File: config.mk
export PLATFORM = sky130hd
export DESIGN_NAME = axi_rd_burst_ctrl_flat
export DESIGN_NICKNAME = d
export VERILOG_FILES = /design/src/rtl/axi_rd_burst_ctrl_if.sv /design/src/rtl/axi_rd_burst_ctrl.sv /design/src/flat_wrapper.sv
export SDC_FILE = /design/constraint.sdc
export NUM_CORES = 1
export LEC_CHECK = 0
export CAP_MARGIN = 0
export CORE_AREA = 2 2 84 166
export CTS_CLUSTER_SIZE = 24
export DETAILED_ROUTE_END_ITERATION = 8
export DIE_AREA = 0 0 86 168
export DONT_BUFFER_PORTS = 1
export GPL_ROUTABILITY_DRIVEN = 0
export GPL_TIMING_DRIVEN = 0
export HOLD_SLACK_MARGIN = 0.1
export PLACE_DENSITY = 0.74
export REMOVE_ABC_BUFFERS = 1
export SLEW_MARGIN = 0
export SYNTH_ARGS = -nofsm -noshare
export SYNTH_HDL_FRONTEND = slang
export SYNTH_SLANG_ARGS = --single-unit
File: constraint.sdc
create_clock -name i_clk -period 5.3 [get_ports i_clk]
set_clock_uncertainty 0.2 [all_clocks]
set_input_delay 1.06 -clock i_clk [delete_from_list [all_inputs] [get_ports i_clk]]
set_output_delay 1.06 -clock i_clk [all_outputs]
set_load 0.05 [all_outputs]
File: src/rtl/axi_rd_burst_ctrl_if.sv
// AXI4 read address/data channel bundle for axi_rd_burst_ctrl.
// The slave modport is the controller side; the master modport drives requests.
interface axi_rd_burst_ctrl_if #(
  parameter int AW  = 32,
  parameter int DW  = 32,
  parameter int IDW = 4
);
  logic           i_arvalid;
  logic           o_arready;
  logic [AW-1:0]  i_araddr;
  logic [IDW-1:0] i_arid;
  logic [7:0]     i_arlen;
  logic [2:0]     i_arsize;
  logic [1:0]     i_arburst;
  logic           o_rvalid;
  logic           i_rready;
  logic [DW-1:0]  o_rdata;
  logic [IDW-1:0] o_rid;
  logic [1:0]     o_rresp;
  logic           o_rlast;

  modport slave (
    input  i_arvalid, i_araddr, i_arid, i_arlen, i_arsize, i_arburst, i_rready,
    output o_arready, o_rvalid, o_rdata, o_rid, o_rresp, o_rlast
  );

  modport master (
    output i_arvalid, i_araddr, i_arid, i_arlen, i_arsize, i_arburst, i_rready,
    input  o_arready, o_rvalid, o_rdata, o_rid, o_rresp, o_rlast
  );
endinterface

File: src/rtl/axi_rd_burst_ctrl.sv
// AXI4 read-channel slave: walks FIXED/INCR/WRAP bursts into a 1-cycle SRAM via a 2-entry R buffer.
// Optional macro AXI_RD_ERR_EN enables DECERR/SLVERR responses for out-of-range beats or oversized bursts.
module axi_rd_burst_ctrl #(
  parameter int AW        = 32,
  parameter int DW        = 32,
  parameter int IDW       = 4,
  parameter int MEM_BYTES = 4096
) (
  input  logic                  i_clk,
  input  logic                  i_rst_n,
  axi_rd_burst_ctrl_if.slave    s_axi,
  output logic                  o_mem_rd_en,
  output logic [AW-1:0]         o_mem_addr,
  input  logic [DW-1:0]         i_mem_rdata,
  output logic                  o_busy
);

  localparam int DSZ = $clog2(DW / 8);
`ifdef AXI_RD_ERR_EN
  localparam bit LP_ERR_EN = 1'b1;
`else
  localparam bit LP_ERR_EN = 1'b0;
`endif

  typedef enum logic [1:0] {ST_IDLE, ST_BUSY, ST_DRAIN} state_t;

  state_t              r_state;
  state_t              w_state_nxt;
  logic                r_arready;
  logic                w_arready_nxt;

  logic [AW-1:0]       r_addr;
  logic [IDW-1:0]      r_id;
  logic [7:0]          r_len;
  logic [2:0]          r_size;
  logic [1:0]          r_burst;
  logic [8:0]          r_issued;

  logic                r_inflight;
  logic                r_if_last;
  logic                r_if_err;
  logic [1:0]          r_if_resp;

  logic [1:0][DW-1:0]  r_buf_data;
  logic [1:0][1:0]     r_buf_resp;
  logic [1:0]          r_buf_last;
  logic                r_wr_ptr;
  logic                r_rd_ptr;
  logic [1:0]          r_count;

  logic                w_ar_hs;
  logic                w_rvalid;
  logic                w_pop;
  logic                w_head_last;
  logic [2:0]          w_occ;
  logic                w_issue;
  logic                w_last_issue;
  logic                w_err_slv;
  logic                w_err_dec;
  logic                w_beat_err;
  logic [1:0]          w_beat_resp;

  // Address bits above the 4 KB page are carried over so a burst never leaves its page.
  function automatic logic [AW-1:0] f_next_addr(input logic [AW-1:0] addr,
                                                 input logic [2:0]    size,
                                                 input logic [1:0]    burst,
                                                 input logic [7:0]    len);
    logic [AW-1:0] v_bytes;
    logic [AW-1:0] v_aligned;
    logic [AW-1:0] v_incr;
    logic [AW-1:0] v_wmask;
    logic [AW-1:0] v_nxt;
    v_bytes   = AW'(1) << size;
    v_aligned = addr & ~(v_bytes - AW'(1));
    v_incr    = v_aligned + v_bytes;
    v_wmask   = ((AW'(len) + AW'(1)) << size) - AW'(1);
    case (burst)
      2'b00:   v_nxt = addr;
      2'b10:   v_nxt = (addr & ~v_wmask) | (v_incr & v_wmask);
      default: v_nxt = v_incr;
    endcase
    return {addr[AW-1:12], v_nxt[11:0]};
  endfunction

  assign w_ar_hs      = s_axi.i_arvalid & r_arready;
  assign w_rvalid     = (r_count != 2'd0);
  assign w_pop        = w_rvalid & s_axi.i_rready;
  assign w_head_last  = r_buf_last[r_rd_ptr];
  assign w_occ        = {1'b0, r_count} + {2'b00, r_inflight} - {2'b00, w_pop};
  assign w_issue      = (r_state == ST_BUSY) && (r_issued <= {1'b0, r_len}) && (w_occ < 3'd2);
  assign w_last_issue = w_issue && (r_issued == {1'b0, r_len});

  assign w_err_slv    = LP_ERR_EN && (r_size > 3'(DSZ));
  assign w_err_dec    = LP_ERR_EN && (r_addr >= AW'(MEM_BYTES));
  assign w_beat_err   = w_err_slv | w_err_dec;

  always_comb begin
    w_beat_resp = 2'b00;
    if (w_err_slv) begin
      w_beat_resp = 2'b10;
    end else if (w_err_dec) begin
      w_beat_resp = 2'b11;
    end
  end

  always_comb begin
    w_state_nxt = r_state;
    case (r_state)
      ST_IDLE:  if (w_ar_hs)              w_state_nxt = ST_BUSY;
      ST_BUSY:  if (w_last_issue)         w_state_nxt = ST_DRAIN;
      ST_DRAIN: if (w_pop && w_head_last) w_state_nxt = ST_IDLE;
      default:                            w_state_nxt = ST_IDLE;
    endcase
    w_arready_nxt = (w_state_nxt == ST_IDLE);
  end

  always_ff @(posedge i_clk or negedge i_rst_n) begin
    if (!i_rst_n) begin
      r_state   <= ST_IDLE;
      r_arready <= 1'b0;
    end else begin
      r_state   <= w_state_nxt;
      r_arready <= w_arready_nxt;
    end
  end

  always_ff @(posedge i_clk or negedge i_rst_n) begin
    if (!i_rst_n) begin
      r_addr   <= '0;
      r_id     <= '0;
      r_len    <= '0;
      r_size   <= '0;
      r_burst  <= '0;
      r_issued <= '0;
    end else if (w_ar_hs) begin
      r_addr   <= s_axi.i_araddr;
      r_id     <= s_axi.i_arid;
      r_len    <= s_axi.i_arlen;
      r_size   <= s_axi.i_arsize;
      r_burst  <= (s_axi.i_arburst == 2'b11) ? 2'b01 : s_axi.i_arburst;
      r_issued <= '0;
    end else if (w_issue) begin
      r_addr   <= f_next_addr(r_addr, r_size, r_burst, r_len);
      r_issued <= r_issued + 9'd1;
    end
  end

  // Beat metadata travels alongside the SRAM read so it lands with its data.
  always_ff @(posedge i_clk or negedge i_rst_n) begin
    if (!i_rst_n) begin
      r_inflight <= 1'b0;
      r_if_last  <= 1'b0;
      r_if_err   <= 1'b0;
      r_if_resp  <= 2'b00;
    end else begin
      r_inflight <= w_issue;
      r_if_last  <= w_last_issue;
      r_if_err   <= w_beat_err;
      r_if_resp  <= w_beat_resp;
    end
  end

  always_ff @(posedge i_clk or negedge i_rst_n) begin
    if (!i_rst_n) begin
      r_buf_data <= '0;
      r_buf_resp <= '0;
      r_buf_last <= '0;
      r_wr_ptr   <= 1'b0;
      r_rd_ptr   <= 1'b0;
      r_count    <= 2'd0;
    end else begin
      if (r_inflight) begin
        r_buf_data[r_wr_ptr] <= r_if_err ? '0 : i_mem_rdata;
        r_buf_resp[r_wr_ptr] <= r_if_resp;
        r_buf_last[r_wr_ptr] <= r_if_last;
        r_wr_ptr             <= ~r_wr_ptr;
      end
      if (w_pop) begin
        r_rd_ptr <= ~r_rd_ptr;
      end
      r_count <= r_count + {1'b0, r_inflight} - {1'b0, w_pop};
    end
  end

  assign s_axi.o_arready = r_arready;
  assign s_axi.o_rvalid  = w_rvalid;
  assign s_axi.o_rdata   = w_rvalid ? r_buf_data[r_rd_ptr] : '0;
  assign s_axi.o_rresp   = w_rvalid ? r_buf_resp[r_rd_ptr] : 2'b00;
  assign s_axi.o_rlast   = w_rvalid & w_head_last;
  assign s_axi.o_rid     = r_id;

  assign o_mem_rd_en = w_issue & ~w_beat_err;
  assign o_mem_addr  = r_addr;
  assign o_busy      = (r_state != ST_IDLE);

endmodule

File: src/flat_wrapper.sv
// flat-port wrapper written by rule: the top's interface ports become plain ports
module axi_rd_burst_ctrl_flat 
#(
  parameter int AW        = 32,
  parameter int DW        = 32,
  parameter int IDW       = 4,
  parameter int MEM_BYTES = 4096
)
  (i_clk, i_rst_n, o_mem_rd_en, o_mem_addr, i_mem_rdata, o_busy, s_axi_i_arvalid, s_axi_i_araddr, s_axi_i_arid, s_axi_i_arlen, s_axi_i_arsize, s_axi_i_arburst, s_axi_i_rready, s_axi_o_arready, s_axi_o_rvalid, s_axi_o_rdata, s_axi_o_rid, s_axi_o_rresp, s_axi_o_rlast);
  axi_rd_burst_ctrl_if #(.AW(AW), .DW(DW), .IDW(IDW)) s_axi_i ();
  input  logic i_clk;
  input  logic i_rst_n;
  output logic o_mem_rd_en;
  output logic [AW-1:0] o_mem_addr;
  input  logic [DW-1:0] i_mem_rdata;
  output logic o_busy;
  input wire logic [$bits(s_axi_i.i_arvalid)-1:0] s_axi_i_arvalid;
  input wire logic [$bits(s_axi_i.i_araddr)-1:0] s_axi_i_araddr;
  input wire logic [$bits(s_axi_i.i_arid)-1:0] s_axi_i_arid;
  input wire logic [$bits(s_axi_i.i_arlen)-1:0] s_axi_i_arlen;
  input wire logic [$bits(s_axi_i.i_arsize)-1:0] s_axi_i_arsize;
  input wire logic [$bits(s_axi_i.i_arburst)-1:0] s_axi_i_arburst;
  input wire logic [$bits(s_axi_i.i_rready)-1:0] s_axi_i_rready;
  output wire logic [$bits(s_axi_i.o_arready)-1:0] s_axi_o_arready;
  output wire logic [$bits(s_axi_i.o_rvalid)-1:0] s_axi_o_rvalid;
  output wire logic [$bits(s_axi_i.o_rdata)-1:0] s_axi_o_rdata;
  output wire logic [$bits(s_axi_i.o_rid)-1:0] s_axi_o_rid;
  output wire logic [$bits(s_axi_i.o_rresp)-1:0] s_axi_o_rresp;
  output wire logic [$bits(s_axi_i.o_rlast)-1:0] s_axi_o_rlast;
  assign s_axi_i.i_arvalid = s_axi_i_arvalid;
  assign s_axi_i.i_araddr = s_axi_i_araddr;
  assign s_axi_i.i_arid = s_axi_i_arid;
  assign s_axi_i.i_arlen = s_axi_i_arlen;
  assign s_axi_i.i_arsize = s_axi_i_arsize;
  assign s_axi_i.i_arburst = s_axi_i_arburst;
  assign s_axi_i.i_rready = s_axi_i_rready;
  assign s_axi_o_arready = s_axi_i.o_arready;
  assign s_axi_o_rvalid = s_axi_i.o_rvalid;
  assign s_axi_o_rdata = s_axi_i.o_rdata;
  assign s_axi_o_rid = s_axi_i.o_rid;
  assign s_axi_o_rresp = s_axi_i.o_rresp;
  assign s_axi_o_rlast = s_axi_i.o_rlast;
  axi_rd_burst_ctrl #(.AW(AW), .DW(DW), .IDW(IDW), .MEM_BYTES(MEM_BYTES)) u_core (.i_clk(i_clk), .i_rst_n(i_rst_n), .s_axi(s_axi_i), .o_mem_rd_en(o_mem_rd_en), .o_mem_addr(o_mem_addr), .i_mem_rdata(i_mem_rdata), .o_busy(o_busy));
endmodule
Figure 1. Sequential cells grouped by signal name (run 1).
The bar under the picture is 20 um long. Other sequential cells in the stronger grey, the rest of the logic in the fainter grey.
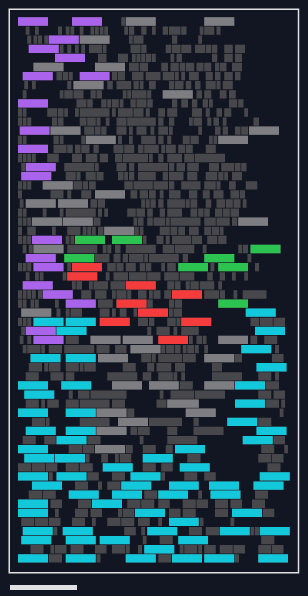
legend:
  red:
    netlist_name: `u_core.r_issued`
    sequential_cells: 9
    where: centre
  cyan:
    netlist_name: `u_core.r_buf_data`
    sequential_cells: 64
  purple:
    netlist_name: `u_core.o_mem_addr`
    sequential_cells: 20
  green:
    netlist_name: `u_core.r_len`
    sequential_cells: 8
not coloured: 36
flop share of the area: 40.9%
register area: 3430 um^2

Figure 2. Sizing map (run 1).
The bar under the picture is 20 um long.
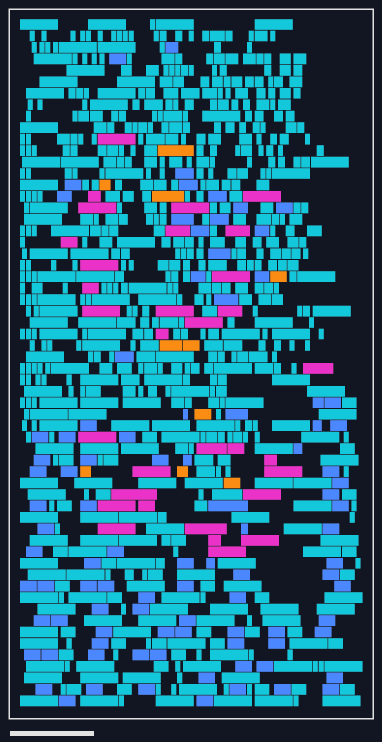
legend:
  orange:
    size: _3 and _4 cells
    cells: 10
    share: 1.3%
  magenta:
    size: _6 and larger
    cells: 32
    share: 4.1%
  cyan:
    size: _0 and _1 cells
    cells: 649
    share: 83%
  blue:
    size: _2 cells
    cells: 93
    share: 12%
Non-clk bufs: 4
Area Overhead vs Synth: 8.71%
cell area after layout: 8380 um^2
final setup margin: 0.153 ns

Figure 3. Wiring by layer (run 1).
The bar under the picture is 20 um long.
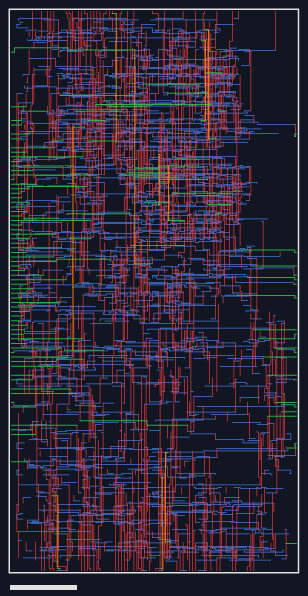
legend:
  red:
    layer: metal 2
    wire_length: 8,400 um
  orange:
    layer: metal 4
    wire_length: 332 um
  green:
    layer: metal 3
    wire_length: 1,140 um
  blue:
    layer: metal 1
    wire_length: 7,410 um
WL/cell: 18.4 um
WL final: 17,300 um
total number of vias: 5,756
Total GRT Usage: 24.4%

run 1: per-stage QoR:
step / worst slack [ns] / hold slack (ns) / cells / setup TNS, ns
floorplan: -0.742 / 0.253 / 747 / -5.26
global placement: -2.26 / 0.269 / 902 / -46.60
detailed placement: -0.577 / 0.271 / 905 / -5.43
CTS: 0.114 / 0.113 / 939 / 0
global route: 0.00436 / 0.111 / 939 / 0
finish: 0.153 / 0.119 / 939 / 0
run 1: layout make-up:
type                       count  area [um^2]  share of cell area, %
clock inverter                15          179                   2.13
tap                          155          194                   2.31
clock buffer                  17          425                   5.07
inverter                      26         97.6                   1.16
sequential                   137         3430                   40.9
timing repair buffer           4         75.1                  0.895
multi-input combinational    585         3980                   47.5
run 1: cells in the final DEF, fill, tap and decap left out, types with 3 or more instances in the layout:
cell / n
a211oi_1: 3
a21boi_0: 3
a21o_1: 4
a21oi_1: 31
a22oi_1: 5
a31oi_1: 7
a32oi_1: 4
and2_1: 5
clkbuf_16: 17
clkinv_8: 3
dfrtp_1: 136
ha_1: 15
inv_1: 24
inv_6: 4
inv_8: 4
mux2_2: 67
mux2i_1: 41
nand2_1: 131
nand2b_1: 8
nand3_1: 9
nand4_1: 13
nor2_1: 70
nor2b_1: 11
nor3_1: 12
nor3_2: 3
o211ai_1: 6
o21a_1: 3
o21ai_0: 39
o22ai_1: 4
o31a_1: 3
o31ai_1: 4
o31ai_2: 3
or3_1: 3
xnor2_1: 11
xor2_1: 13
run 1: metal layers:
layer / up-vias / routed length [um] / share of wire (%)
li1: 2741 / - / -
met1: 2809 / 7410 / 43
met2: 182 / 8400 / 49
met3: 24 / 1140 / 6.6
met4: 0 / 331 / 1.9
met5: - / 0 / 0
run 1: sequential cells by signal, indices dropped and copies added, names as in the netlist, named ones only:
register                flops
u_core.r_rd_ptr             1
u_core.s_axi.o_arready      1
u_core.r_wr_ptr             1
u_core.r_buf_resp           4
u_core.s_axi.o_rid          4
u_core.r_inflight           1
u_core.r_issued             9
u_core.r_buf_last           2
u_core.r_burst              2
u_core.r_buf_data          64
u_core.r_len                8
u_core.o_mem_addr          20
u_core.r_count              2
u_core.r_if_last            1
u_core.r_state              2
u_core.r_size               3
run 1: Yosys cell counts, drive strengths merged, types with 7 or more instances:
| master | number | area share, % |
|---|---|---|
| nand2b | 8 | 0.65 |
| buf | 24 | 1.9 |
| xnor2 | 12 | 1.5 |
| xor2 | 13 | 1.5 |
| nand4 | 14 | 1.2 |
| o21ai | 40 | 2.6 |
| mux2i | 41 | 5.3 |
| mux2 | 67 | 9.8 |
| nor3 | 15 | 1.2 |
| clkbuf | 24 | 1.2 |
| dfrtp | 137 | 44 |
| nand2 | 133 | 6.5 |
| nor2 | 72 | 3.5 |
| o31ai | 7 | 0.88 |
| nand3 | 10 | 0.71 |
| a21oi | 31 | 2.0 |
| a31oi | 7 | 0.57 |
| nor2b | 11 | 0.89 |
| ha | 15 | 2.4 |
| inv | 25 | 1.2 |
run 1: timing repair:
action                                  CTS  global route
gates resized                             2             0
endpoints found under the setup margin   21             0
hold buffers                              0             0
setup buffers                             1             0
==> results.cfg, run 1 <==
; yosys + openroad results
[logic_synthesis]
dominantRegCellSynth = dfrtp_1
xor_share_pct = 2.94
ys_seq_share_pct = 44.5
synth.cellmix.simpleShare_pct = 18.1
fa_ha_area_share_pct = 2.69
ys_types = 78
syn_area_per_cell_um2 = 9.70
async_flop_share_pct = 100
yosysCellCount = 795
synthCells = 795
ys_sh_aoi_pct = 12.4
topCombFamilyByArea = simple AND/OR/NAND/NOR gates
ys_ff = 137
yosys-stat-area_um2 = 7710
synth_area_um2 = 7710

[flow_run]
warnings = 27

[worst_setup_path]
slowest_delay_ns = 0.58
path_buffers = 4
endpoint = o_mem_rd_en
path_max_fanout = 7
rrSetupSlack_ns = 0.39
cp-end-kind = output pin
crit_type = reg -> out
reg2reg_from = u_core.r_count[1]
critPathLaunch = u_core.r_count[1]
crit_arrival_ns = 3.89
crit_chain = nor2_4, inv_1, nand2_1, inv_1, ha_1, inv_1, ha_1, fa_1, nor4b_2, nand2_1, or4_4, inv_2, a21o_4
crit_cells = 13
cp.required_ns = 4.04
crit_slowest_cell = or4_4
rr_worst_depth = 18

[die]
chip_area_um2 = 14400
die_h_um = 168
rows = 60
ios = 160
core_um2 = 13300
initial_utilization_pct = 58.0
fp.dieW_um = 86

[outcome]
status = completed

[global_routing]
met1_usage_pct = 32.2
grt_pass1_vias = 5738
grt_use_met3_pct = 6.23
antenna_found_initial = 0
grt_max_degree = 138
grt_overflow = 0
grtUsageMet2_pct = 38.9
grt_pass1_wl_um = 28200

[route]
antenna_left = 0
drc_errors = 0
viasPerCell = 6.13
drtIter0Drc = 426
drtPass1Iterations = 5

[placement]
hpwl_um = 11300

[timing]
post-route-min-period_ns = 5.15
rsz0062_at_grt = false
worstMarginPinSlew_ns = 1.32
slew_violations = 0
period_used_pct = 97.1
achievable-frequency_mhz = 194
final_hold_viol_count = 0
finalSetupViolations = 0
relSlewSlack_pct = 12.3

[final_layout]
final_util_pct = 63.1
nets = 872
antenna_cells = 0
fillers = 1106

[clock_tree]
numClockSinks = 137
root_buffer = clkbuf_16
cts_tree = done
worstSkewPairLatency_ns = 0.42
htree_levels = 4
clockBufferDepth = 2
cts_buffers = 17

[hold_path]
hold_class = in -> async
Figure 4. Clock nets (run 1).
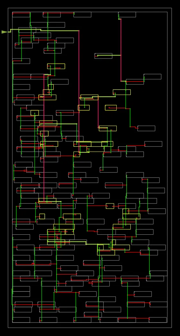

## Run 2: what changed since run 1
--- a/config.mk
+++ b/config.mk
@@ -15,6 +15,7 @@
 export GPL_TIMING_DRIVEN = 0
 export HOLD_SLACK_MARGIN = 0.1
 export PLACE_DENSITY = 0.74
+export RECOVER_POWER = 50
 export REMOVE_ABC_BUFFERS = 1
 export SLEW_MARGIN = 0
 export SYNTH_ARGS = -nofsm -noshare
Figure 5. Clock nets (run 2).
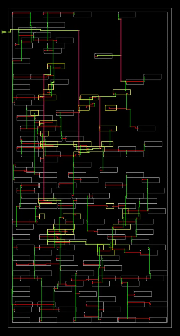
clkbuf count: 17
Num Clock Sinks: 137
CTS Buf Count: 17
clk_lat worst skew: 0.42 ns

Figure 6. Sizing map (run 2).
The bar under the picture is 20 um long.
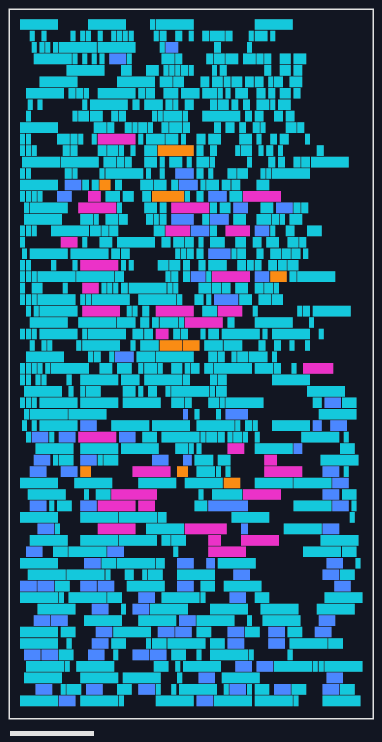
legend:
  magenta:
    size: _6 and larger
    cells: 31
    share: 4.0%
  orange:
    size: _3 and _4 cells
    cells: 9
    share: 1.1%
  cyan:
    size: _0 and _1 cells
    cells: 652
    share: 83%
  blue:
    size: _2 cells
    cells: 92
    share: 12%
cell area after layout: 8360 um^2
final setup margin: 0.165 ns
Area Overhead vs Synth: 8.39%

==> results.cfg, run 2 <==
; yosys + openroad results
[outcome]
status = finished, violations left
violations = capacitance limit, slew limit

[die]
die_h_um = 168
rows = 60
initial_utilization_pct = 58.0
core_um2 = 13300
ios = 160
chip_area_um2 = 14400

[global_routing]
antenna_found_initial = 0
grt_usage_pct = 24.4
grt_pass1_wl_um = 28200
grt_overflow = 0
grt_pass1_vias = 5738
grt_max_degree = 138

[timing]
final_hold_viol_count = 0
relSlewSlack_pct = -18.5
slew_violations = 31
worstMarginPinSlew_ns = 1.78
period_used_pct = 96.9
achievable-frequency_mhz = 195
post-route-min-period_ns = 5.13
finalSetupViolations = 0
rsz0062_at_grt = false

[logic_synthesis]
ys_types = 78
ys_ff = 137
synth_area_um2 = 7710
ys_sh_aoi_pct = 12.4
top_area_cell = dfrtp_1
yosys-stat-area_um2 = 7710
ys_top_cells_by_count = dfrtp_1 (137), nand2_1 (133), nor2_1 (72)
dominantRegCellSynth = dfrtp_1
syn_area_per_cell_um2 = 9.70
topCombFamilyByArea = simple AND/OR/NAND/NOR gates
top_area_share_pct = 44.5
ys_seq_share_pct = 44.5
synth_warnings = 0
yosysCellCount = 795
synth.cellmix.simpleShare_pct = 18.1
synthCells = 795
topCellsByArea = dfrtp_1 (44%), mux2_2 (9.8%), nand2_1 (6.5%)
synth.most_common_cell = dfrtp_1
async_flop_share_pct = 100
fa_ha_area_share_pct = 2.69

[route]
via_count = 5815
wire_per_inst_um = 18.4
antenna_left = 0
drtIter0Drc = 426
routed.top_layer = met4
dr_wl_met2_um = 8400
wl_um = 17300
drtPass1Iterations = 8
wl_met1_um = 7380
met3_length_um = 1150
viasPerCell = 6.19
drc_errors = 0

[clock_tree]
htree_levels = 4
root_buffer = clkbuf_16
cts_tree = done
clockBufferDepth = 2

[final_layout]
nets = 872
antenna_cells = 0
fillers = 1110
finalNonFillerCells = 939
top_register = u_core.r_buf_data
lay_top_cells = dfrtp_1 (136), nand2_1 (131), nor2_1 (71), mux2_2 (67), mux2i_1 (41)
largest_register_ffs = 64
lay_top_count = dfrtp_1

[worst_setup_path]
cp-end-kind = output pin
cp.required_ns = 4.04
crit_type = reg -> out
crit_chain = nor2_4, inv_1, nand2_1, inv_1, ha_1, inv_1, ha_1, fa_1, nor4b_2, nand2_1, or4_4, inv_2, a21o_4
slowest_delay_ns = 0.58
crit_slowest_cell = or4_4
path_max_fanout = 7
crit_arrival_ns = 3.87
path_buffers = 4

[flow_run]
warnings = 27
drv_cap = 1

[hold_path]
hold_class = in -> async

[placement]
dpl.cell_count = 905
hpwl_um = 11300
-- run 2: logic make-up after synthesis --
kind of cell / after synthesis
AND-OR/OR-AND: 143
XOR/XNOR: 25
adder cells (fa/ha/maj): 16
buffers and inverters: 74
flip-flops: 137
multiplexers: 108
AND/OR/NAND/NOR: 292
-- run 2: stage by stage --
stage	util [%]	hold slack (ns)	setup WS (ns)	setup TNS, ns	instance area, um^2
CTS	63.1	0.113	0.114	0	8380
finish	62.9	0.122	0.165	0	8360
global route	62.9	0.111	0.00435	0	8360
detailed placement	58.4	0.271	-0.577	-5.43	7760
global placement	57.7	0.269	-2.26	-46.60	7670
floorplan	-	0.253	-0.742	-5.26	7470
-- run 2: area by class of cell --
class                      instances  area (um^2)  share of cell area [%]
tap                              155          194                    2.32
inverter                          26         97.6                    1.17
clock buffer                      17          425                    5.09
timing repair buffer               4         58.8                   0.703
multi-input combinational        585         3980                    47.6
clock inverter                    15          179                    2.14
sequential                       137         3430                    41.0
-- run 2: final timing paths --
kind,start,end,slack (ns),cells past startpoint
setup / recovery,u_core.r_count[1],o_mem_rd_en,0.17,13
hold / removal,i_rst_n,u_core.r_buf_data[49],0.12,0
setup reg to reg,u_core.r_count[1],flip-flop,0.41,18
hold reg to reg,u_core.r_buf_resp[2],u_core.r_buf_resp[2],0.29,1
max in group asynchronous,i_rst_n,asynchronous set/reset pin,4.56,0
min in group i_clk,u_core.r_buf_resp[2],u_core.r_buf_resp[2],0.29,1
-- run 2: per-layer routing --
| metal | vias up | GRT usage (%) |
|---|---|---|
| li1 | 2753 | - |
| met1 | 2822 | 32.2 |
| met2 | 205 | 38.9 |
| met3 | 35 | 6.23 |
| met4 | 0 | 8.70 |
| met5 | - | 0 |
-- run 2: repair_timing --
item | in CTS | in global routing
setup endpoints to repair | 21 | 0
gates resized | 2 | 0
hold buffers | 0 | 0
endpoints found under the hold margin | 0 | 0
buffers inserted | 1 | 0
